--- src/rtl/regfile_dump_ctrl.sv ---
// regfile_dump_ctrl
//   Sequences every entry of a small register file either out onto a
//   valid/ready dump stream (mode=0) or in from a valid/ready load stream
//   (mode=1). A single index counter walks the entries 0..NUM_REGS-1.
//
//   Optional feature macro: REGFILE_DUMP_LOAD_EN
//     defined   -> LOAD mode present (mode selects DUMP or LOAD)
//     undefined -> mode ignored, start always dumps, in_ready/rf_write tied 0
//
// Ports
//   clk       : clock, rising edge
//   reset     : asynchronous active-high reset
//   start     : one-cycle transfer request, sampled in IDLE only
//   mode      : 0 = dump, 1 = load (sampled with start)
//   rf_addr   : register-file port-1 address
//   rf_rdata  : register-file port-1 read data (combinational from rf_addr)
//   rf_write  : register-file write enable
//   rf_wdata  : register-file write data (always equals in_data)
//   out_valid / out_ready / out_data : dump stream
//   in_valid  / in_ready  / in_data  : load stream
//   busy      : high while a transfer is in progress
//   done      : one-cycle completion pulse
module regfile_dump_ctrl #(
    parameter int NUM_REGS = 4,
    parameter int DATA_W   = 16
) (
    input  logic                        clk,
    input  logic                        reset,
    input  logic                        start,
    input  logic                        mode,
    output logic [$clog2(NUM_REGS)-1:0] rf_addr,
    input  logic [DATA_W-1:0]           rf_rdata,
    output logic                        rf_write,
    output logic [DATA_W-1:0]           rf_wdata,
    output logic                        out_valid,
    input  logic                        out_ready,
    output logic [DATA_W-1:0]           out_data,
    input  logic                        in_valid,
    output logic                        in_ready,
    input  logic [DATA_W-1:0]           in_data,
    output logic                        busy,
    output logic                        done
);

    localparam int IDX_W = $clog2(NUM_REGS);
    localparam logic [IDX_W-1:0] LAST_IDX = IDX_W'(NUM_REGS - 1);
    localparam logic [IDX_W-1:0] ONE_IDX  = IDX_W'(1);

`ifdef REGFILE_DUMP_LOAD_EN
    typedef enum logic [1:0] {
        IDLE = 2'd0,
        DUMP = 2'd1,
        LOAD = 2'd2
    } state_t;
`else
    typedef enum logic [1:0] {
        IDLE = 2'd0,
        DUMP = 2'd1
    } state_t;
`endif

    state_t              state_r, state_s;
    logic [IDX_W-1:0]    idx_r, idx_s;
    logic                out_valid_r, out_valid_s;
    logic [DATA_W-1:0]   out_data_r, out_data_s;
    logic                done_r, done_s;

    // State and output registers; reset acts immediately, independent of clk.
    always_ff @(posedge clk or posedge reset) begin
        if (reset) begin
            state_r     <= IDLE;
            idx_r       <= '0;
            out_valid_r <= 1'b0;
            out_data_r  <= '0;
            done_r      <= 1'b0;
        end else begin
            state_r     <= state_s;
            idx_r       <= idx_s;
            out_valid_r <= out_valid_s;
            out_data_r  <= out_data_s;
            done_r      <= done_s;
        end
    end

    // Next-state and next-output logic for the transfer sequencer.
    always_comb begin
        state_s     = state_r;
        idx_s       = idx_r;
        out_valid_s = out_valid_r;
        out_data_s  = out_data_r;
        done_s      = 1'b0;
        case (state_r)
            IDLE: begin
                if (start) begin
                    idx_s = '0;
`ifdef REGFILE_DUMP_LOAD_EN
                    state_s = mode ? LOAD : DUMP;
`else
                    state_s = DUMP;
`endif
                end else begin
                    state_s = IDLE;
                end
            end
            DUMP: begin
                if (!out_valid_r) begin
                    // First cycle of a dump: capture entry 0.
                    out_valid_s = 1'b1;
                    out_data_s  = rf_rdata;
                end else if (out_ready) begin
                    if (idx_r == LAST_IDX) begin
                        out_valid_s = 1'b0;
                        done_s      = 1'b1;
                        idx_s       = '0;
                        state_s     = IDLE;
                    end else begin
                        // rf_addr already looks one entry ahead, so
                        // rf_rdata is the next word to present.
                        idx_s      = idx_r + ONE_IDX;
                        out_data_s = rf_rdata;
                    end
                end else begin
                    out_valid_s = out_valid_r;
                end
            end
`ifdef REGFILE_DUMP_LOAD_EN
            LOAD: begin
                if (in_valid) begin
                    if (idx_r == LAST_IDX) begin
                        done_s  = 1'b1;
                        idx_s   = '0;
                        state_s = IDLE;
                    end else begin
                        idx_s = idx_r + ONE_IDX;
                    end
                end else begin
                    idx_s = idx_r;
                end
            end
`endif
            default: begin
                state_s     = IDLE;
                idx_s       = '0;
                out_valid_s = 1'b0;
            end
        endcase
    end

    // While a dump word is being presented the read port addresses the
    // following entry, so a handshake can capture it in the same edge.
    // On the last entry this wraps to 0, which is harmless.
    assign rf_addr = ((state_r == DUMP) && out_valid_r) ? (idx_r + ONE_IDX) : idx_r;

`ifdef REGFILE_DUMP_LOAD_EN
    assign in_ready = (state_r == LOAD);
    assign rf_write = in_ready & in_valid;
`else
    logic unused_s;
    assign unused_s = ^{mode, in_valid};
    assign in_ready = 1'b0;
    assign rf_write = 1'b0;
`endif

    assign rf_wdata  = in_data;
    assign out_valid = out_valid_r;
    assign out_data  = out_data_r;
    assign done      = done_r;
    assign busy      = (state_r != IDLE);

endmodule

--- config.mk ---
export PLATFORM = sky130hd
export DESIGN_NAME = regfile_dump_ctrl
export DESIGN_NICKNAME = d
export VERILOG_FILES = /design/src/rtl/regfile_dump_ctrl.sv
export SDC_FILE = /design/constraint.sdc
export NUM_CORES = 1
export LEC_CHECK = 0
export ABC_CLOCK_PERIOD_IN_PS = 4550
export CORE_ASPECT_RATIO = 1.1
export CORE_UTILIZATION = 37
export DETAILED_ROUTE_END_ITERATION = 12
export PLACE_DENSITY = 0.94
export SLEW_MARGIN = 5
export SYNTH_ARGS = -nofsm -noshare
export SYNTH_HDL_FRONTEND = slang
export SYNTH_SLANG_ARGS = --single-unit
--- constraint.sdc ---
create_clock -name clk -period 4.55 [get_ports clk]
set_clock_uncertainty 0.2 [all_clocks]
set_input_delay 1.1375 -clock clk [delete_from_list [all_inputs] [get_ports clk]]
set_output_delay 1.1375 -clock clk [all_outputs]
set_load 0.02 [all_outputs]
Figure 1. Clock wiring as the flow saved it.
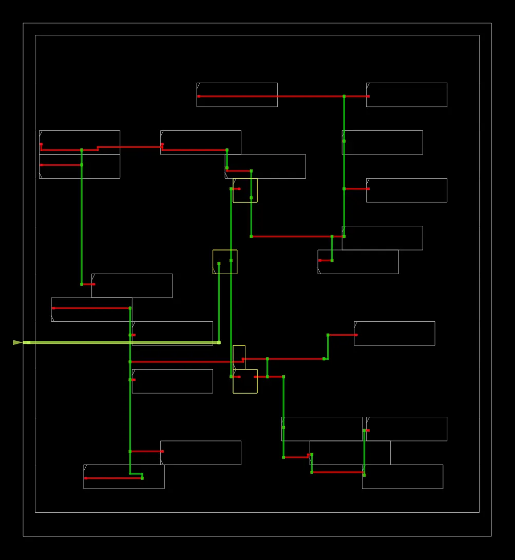
later-pin clock latency in the skew report: 0.29 ns
Flops: 21

Figure 2. A small window of the routed layout.
Region (30, 34) to (50, 54) um. Cells in gray, sequential cells in the stronger gray; small squares are vias.
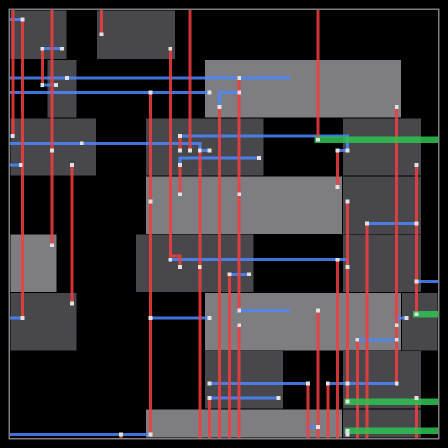
[blue] met1
[green] met3
[red] met2
cells with their middle in the window: 17
sequential cells in the window: 4
netlist names of flops here include: out_data (4)
most frequent: clkdlybuf4s50_1 (9), dfrtp_1 (4), mux2_4 (2)

Figure 3. Wires at chosen ports, followed through buffers.
Scale: 6 px per um.
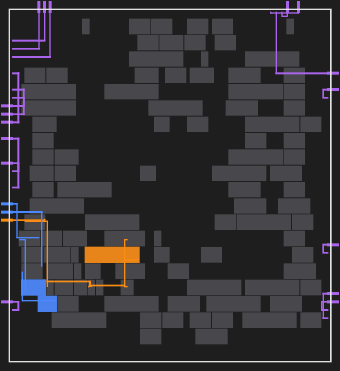
[blue] rf_addr | bits: 2 | direction: output | edge: left | end cells: 2 | buffers: 2 | wire: 43.5 um
[orange] out_valid | bits: 1 | direction: output | edge: left | end cells: 1 | buffers: 1 | wire: 45.3 um
[purple] rf_wdata | bits: 16 | direction: output | edge: 6 left, 5 top, 5 right | end cells: 0 | buffers: 0 | wire: 114 um
IO Count: 77
port bufs: 40

Figure 4. Met2 routing.
Scale: 6 px per um.
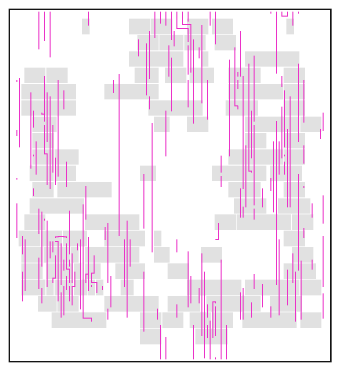
longest straight run: 27.2 um
share of all routed wire: 53%
main direction: vertical
nets with wire on the layer: 126
drt total wl: 1950 um
met2 Track Usage GR: 23.4%
Vias: 651

metrics by stage:
| step | power (mW) | utilization, % |
|---|---|---|
| 3_5_place_dp | 0.938 | 49.1 |
| 3_3_place_gp | 0.918 | 49.1 |
| 4_1_cts | 1.03 | 50.1 |
| 2_1_floorplan | 0.729 | - |
| 6_report | 1.02 | 50.1 |
| 5_1_grt | 1.08 | 50.1 |
Yosys cell counts (all sizes together):
cell type,count
conb,1
mux2i,1
dfrtp,21
mux2,18
a22o,1
nand2b,1
nor2,4
buf,20
and3,1
xnor2,1
a21boi,1
inv,1
a31oi,1
nand2,1
a32o,1
ha,2
and2,1
cell families after synthesis:
logic type / count (synthesis)
adders and majority gates: 2
DFF: 21
other: 1
xor gates and xnor gates: 1
muxes: 19
buffers and inverters: 21
AOI/OAI and AO/OA: 4
and+or+nand+nor: 8
state kept, by name (all words and copies together) (netlist names):
signal	cells
out_data	16
idx_r	2
done	1
out_valid	1
state_r	1
power by group through the flow:
stage | Combinational, mW | Sequential [mW] | Clock (mW)
CTS | 0.599 | 0.340 | 0.0947
detailed placement | 0.596 | 0.342 | 0
floorplan | 0.298 | 0.430 | 0
global placement | 0.584 | 0.334 | 0
finish | 0.590 | 0.339 | 0.0889
global route | 0.625 | 0.351 | 0.100
final cells by class:
type	instances	area, um2	share of cell area (%)
sequential	21	526	38.1
timing repair buffer	40	400	29.0
multi-input combinational	36	382	27.7
tap	33	41.3	2.99
clock buffer	4	26.3	1.91
inverter	1	3.75	0.272
routing by layer:
metal / part of all wire [%] / vias up / GRT usage, %
li1: - / 286 / -
met1: 37 / 323 / 15.1
met2: 53 / 36 / 23.4
met3: 8.6 / 6 / 2.33
met4: 1.0 / 0 / 5.64
met5: 0 / - / 0
==> impl_metrics.toml <==
# synthesis and place-and-route metrics
[final_timing]
finalMaxSlewViolations = 0
tns_ns = 0
period_needed_ns = 3.23

[clocking]
ctsHoldBuffers = 0
ctsLongestPathBuffers = 2
cts.htree.levels = 1
path_clk_slew_ns = 0.11

[floorplanning]
die_y_um = 58.5

[synthesis]
postSynthSeqShare_pct = 49.0
synth_cell_types = 21
synthXorXnorAreaFrac_pct = 0.816
ys_ff = 21
ys_cells = 77
logic_family = "multiplexers"
synth_adder_area_share_pct = 2.33

[cells_and_area]
layout-drive-gt1-share_pct = 22.5
antenna_cells = 0

[route]
vias_per_cell = 4.82

[worst_setup_path]
crit_start = "idx_r[0]$_DFFE_PP0P_"
cp_top_family = "buffers and inverters"

[hold_path]
holdPathStages = 1
min_to = "out_data[10]$_DFFE_PP0P_"

[grt]
gr-total-overflow = 0

[status]
status = "complete, no violations"
Power and IR drop assume default switching activity.
